$ cat src/rtl/code_tracker.sv
// code_tracker: registered per-code occurrence counts, run-length tracking and 11->01->00 sequence detection.
module code_tracker #(
  parameter int CNT_W = 8
) (
  input  logic             clk,
  input  logic             rst_b,
  input  logic [1:0]       code,
  input  logic             code_vld,
  input  logic             clr,
  output logic [CNT_W-1:0] cnt0,
  output logic [CNT_W-1:0] cnt1,
  output logic [CNT_W-1:0] cnt2,
  output logic [CNT_W-1:0] cnt3,
  output logic [CNT_W-1:0] run_len,
  output logic [CNT_W-1:0] max_run,
  output logic             det,
  output logic [CNT_W-1:0] det_cnt,
  output logic [1:0]       fsm_st
);
  typedef enum logic [1:0] {IDLE = 2'd0, S_11 = 2'd1, S_1101 = 2'd2} st_t;
  localparam logic [CNT_W-1:0] ONE = CNT_W'(1);
  logic [CNT_W-1:0] cnt_q [4];
  logic [CNT_W-1:0] cnt_d [4];
  logic [CNT_W-1:0] run_q, run_d, max_q, max_d, det_cnt_q, det_cnt_d;
  logic             det_q, det_d, first_q, first_d;
  logic [1:0]       last_q, last_d;
  st_t              st_q, st_d;
  logic             hit;
  function automatic logic [CNT_W-1:0] sat_inc(input logic [CNT_W-1:0] v);
    return &v ? v : v + ONE;
  endfunction
  always_comb begin
    st_d = st_q;
    hit  = 1'b0;
    case (st_q)
      IDLE:    st_d = code == 2'b11 ? S_11 : IDLE;
      S_11:    st_d = code == 2'b11 ? S_11 : code == 2'b01 ? S_1101 : IDLE;
      S_1101: begin
        st_d = code == 2'b11 ? S_11 : IDLE;
        hit  = code == 2'b00;
      end
      default: st_d = IDLE;
    endcase
  end
  // clr wins over a same-cycle beat; idle cycles only drop det
  always_comb begin
    cnt_d     = cnt_q;
    run_d     = run_q;
    max_d     = max_q;
    det_cnt_d = det_cnt_q;
    det_d     = 1'b0;
    first_d   = first_q;
    last_d    = last_q;
    if (clr) begin
      cnt_d     = '{default: '0};
      run_d     = '0;
      max_d     = '0;
      det_cnt_d = '0;
      first_d   = 1'b1;
      last_d    = 2'b00;
    end else if (code_vld) begin
      cnt_d[code] = sat_inc(cnt_q[code]);
      run_d       = (first_q || code != last_q) ? ONE : sat_inc(run_q);
      max_d       = run_d > max_q ? run_d : max_q;
      first_d     = 1'b0;
      last_d      = code;
      det_d       = hit;
      det_cnt_d   = hit ? sat_inc(det_cnt_q) : det_cnt_q;
    end
  end
  always_ff @(posedge clk or negedge rst_b) begin
    if (!rst_b) begin
      cnt_q     <= '{default: '0};
      run_q     <= '0;
      max_q     <= '0;
      det_cnt_q <= '0;
      det_q     <= 1'b0;
      first_q   <= 1'b1;
      last_q    <= 2'b00;
      st_q      <= IDLE;
    end else begin
      cnt_q     <= cnt_d;
      run_q     <= run_d;
      max_q     <= max_d;
      det_cnt_q <= det_cnt_d;
      det_q     <= det_d;
      first_q   <= first_d;
      last_q    <= last_d;
      st_q      <= clr ? IDLE : code_vld ? st_d : st_q;
    end
  end
  assign cnt0    = cnt_q[0];
  assign cnt1    = cnt_q[1];
  assign cnt2    = cnt_q[2];
  assign cnt3    = cnt_q[3];
  assign run_len = run_q;
  assign max_run = max_q;
  assign det     = det_q;
  assign det_cnt = det_cnt_q;
  assign fsm_st  = st_q;
endmodule

$ cat config.mk
export PLATFORM = sky130hd
export DESIGN_NAME = code_tracker
export DESIGN_NICKNAME = d
export VERILOG_FILES = /design/src/rtl/code_tracker.sv
export SDC_FILE = /design/constraint.sdc
export NUM_CORES = 1
export LEC_CHECK = 0
export CORE_MARGIN = 2
export CORE_UTILIZATION = 53
export DETAILED_ROUTE_END_ITERATION = 10
export PLACE_DENSITY_LB_ADDON = 0.08
export SYNTH_ARGS = -nofsm -noshare
export SYNTH_HDL_FRONTEND = slang
export SYNTH_SLANG_ARGS = --single-unit
export TNS_END_PERCENT = 30
$ cat constraint.sdc
create_clock -name clk -period 8.1 [get_ports clk]
set_input_delay 1.62 -clock clk [delete_from_list [all_inputs] [get_ports clk]]
set_output_delay 1.62 -clock clk [all_outputs]
set_load 0.01 [all_outputs]
Figure 1. Selected gate families.
The bar under the picture is 20 um long.
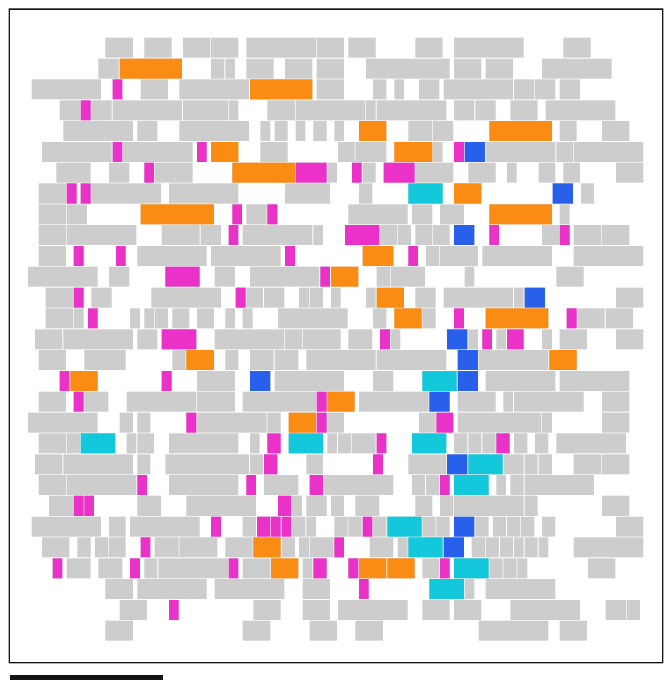
| color | family | cells |
|---|---|---|
| magenta | nor cells | 66 |
| orange | mux cells | 24 |
| blue | non-inverting ao/oa cells | 12 |
| cyan | fa/ha/maj cells | 11 |
fin cells: 498
Comb area share: 0.4104

Figure 2. Signal wires on met3.
The bar under the picture is 20 um long.
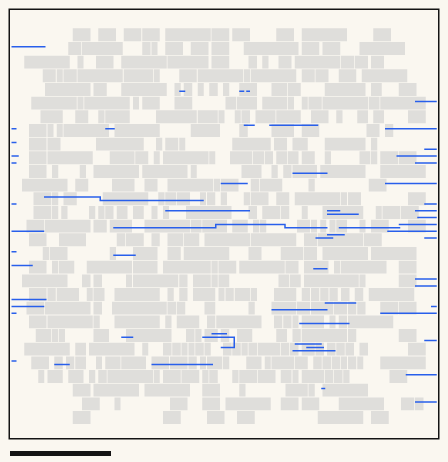
main direction: horizontal
wire length on this layer: 360 um
nets with wire on the layer: 49
share of all routed wire: 4.4%

Figure 3. M1 wires.
The bar under the picture is 20 um long. Supply wires on this layer in gray.
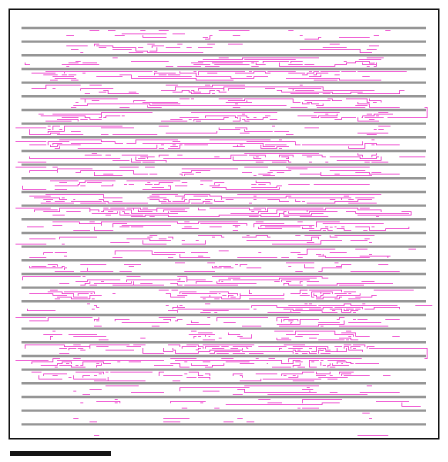
longest straight run: 28.5 um
main direction: horizontal

==> results.txt <==
run results: Fin Clk Skew 0.007872 ns, unique cell type count in the Yosys netlist 50, critical path class in2reg, final setup margin 3.194 ns, worst path required time 8.35 ns, # port buffers 64, WP depth 11, initial antenna violation count 0, Clk pwr share 0.468, clk pwr 341 uW, top power group clock, largest net degree at the start of global routing 67, TritonCTS clock tree built, synthesized cell area 3492 um2, and-or/or-and share of the synthesized area 0.1476, CTS sink count 62, CTS Buf Count 9, Max Fclk 203.8 MHz, CP Data Arrival Time 5.16 ns, Final Hold Viols 0, I/O pins 65, r2r worst-path depth 12, tapcell count 77, chip area in the Yosys report 3492 um2, Worst Hold Class reg2reg, met2 WL 3.762 mm, comb pwr 65.7 uW, Dominant flop cell dfrtp_1, flip-flops with a built-in enable 0, horizontal die size 85.17 um, logic area 1805 um2, routability cong. 0.8860, total wire length 8.160 mm, Top Layer Used met4, met3 wire length 359 um, crit start category input port, final tally of max-slew violations 0, First DRT Iteration DRCs 131, clk latency late pin 0.35 ns, Pwr Total 727.8 uW, core outline area 6350 um2, ratio of cells with drive above 1 in the final layout 0.1164, Post-Synth XOR/XNOR Area 0.04192, Mapped Nets 373, RR Startpoint run_len[0], setup bufs post-CTS 0, seq pwr 321 uW, Gate power share 0.090, Worst Setup EP max_run[0], clock network area share 0.05603, top cells by count, synth 61 x dfrtp_1, 52 x nor2_1, 29 x nand2_1, vias in the first global route 2896, Top Usage Layer GRT met2, PD cells 165.4 nW/um2, Slew @ Worst Pin 1.184 ns, Vias 2937, fillers 496, CP endpoint kind register, post-cts sizing count 0, worst hold path startpoint first_q, Hold EP first_q, fin crit share 0.6057, Mapped Cells 356, flop count 62, register area 1553 um2, dpl hpwl 5.471 mm, Top class by area combinational gates, cts hold-fix bufs 0, clock buffers 10, Post-DRT Antenna Nets 0, total iterations of the first detailed-routing run 4, number of remaining DRC errors 0, utilization after layout 0.6928, yosys cell count 356, synthesized area per cell 9.809 um2, Crit path buffers/inverters 1, Synth mux share 0.09638, met2 Track Usage GR 0.3643, inverters 12, Yosys warning count 0, dpl cells 482, status finished clean, Final #Nets 433, Synth Seq Share 0.4446, Clock Tree Buf Depth 2, H-tree levels 3, Synth Area in Simple Gates 0.1917, critical-path cell list clkdlybuf4s50_1 > xor2_1 > or3_1 > nor2_1 > ha_1 > nor2b_1 > o21a_1 > o21a_1 > o21ai_1 > nand2_1 > a211oi_1, worst r2r dst max_run[0]
Power figures rest on the tool's default switching activity, not on a simulated workload.
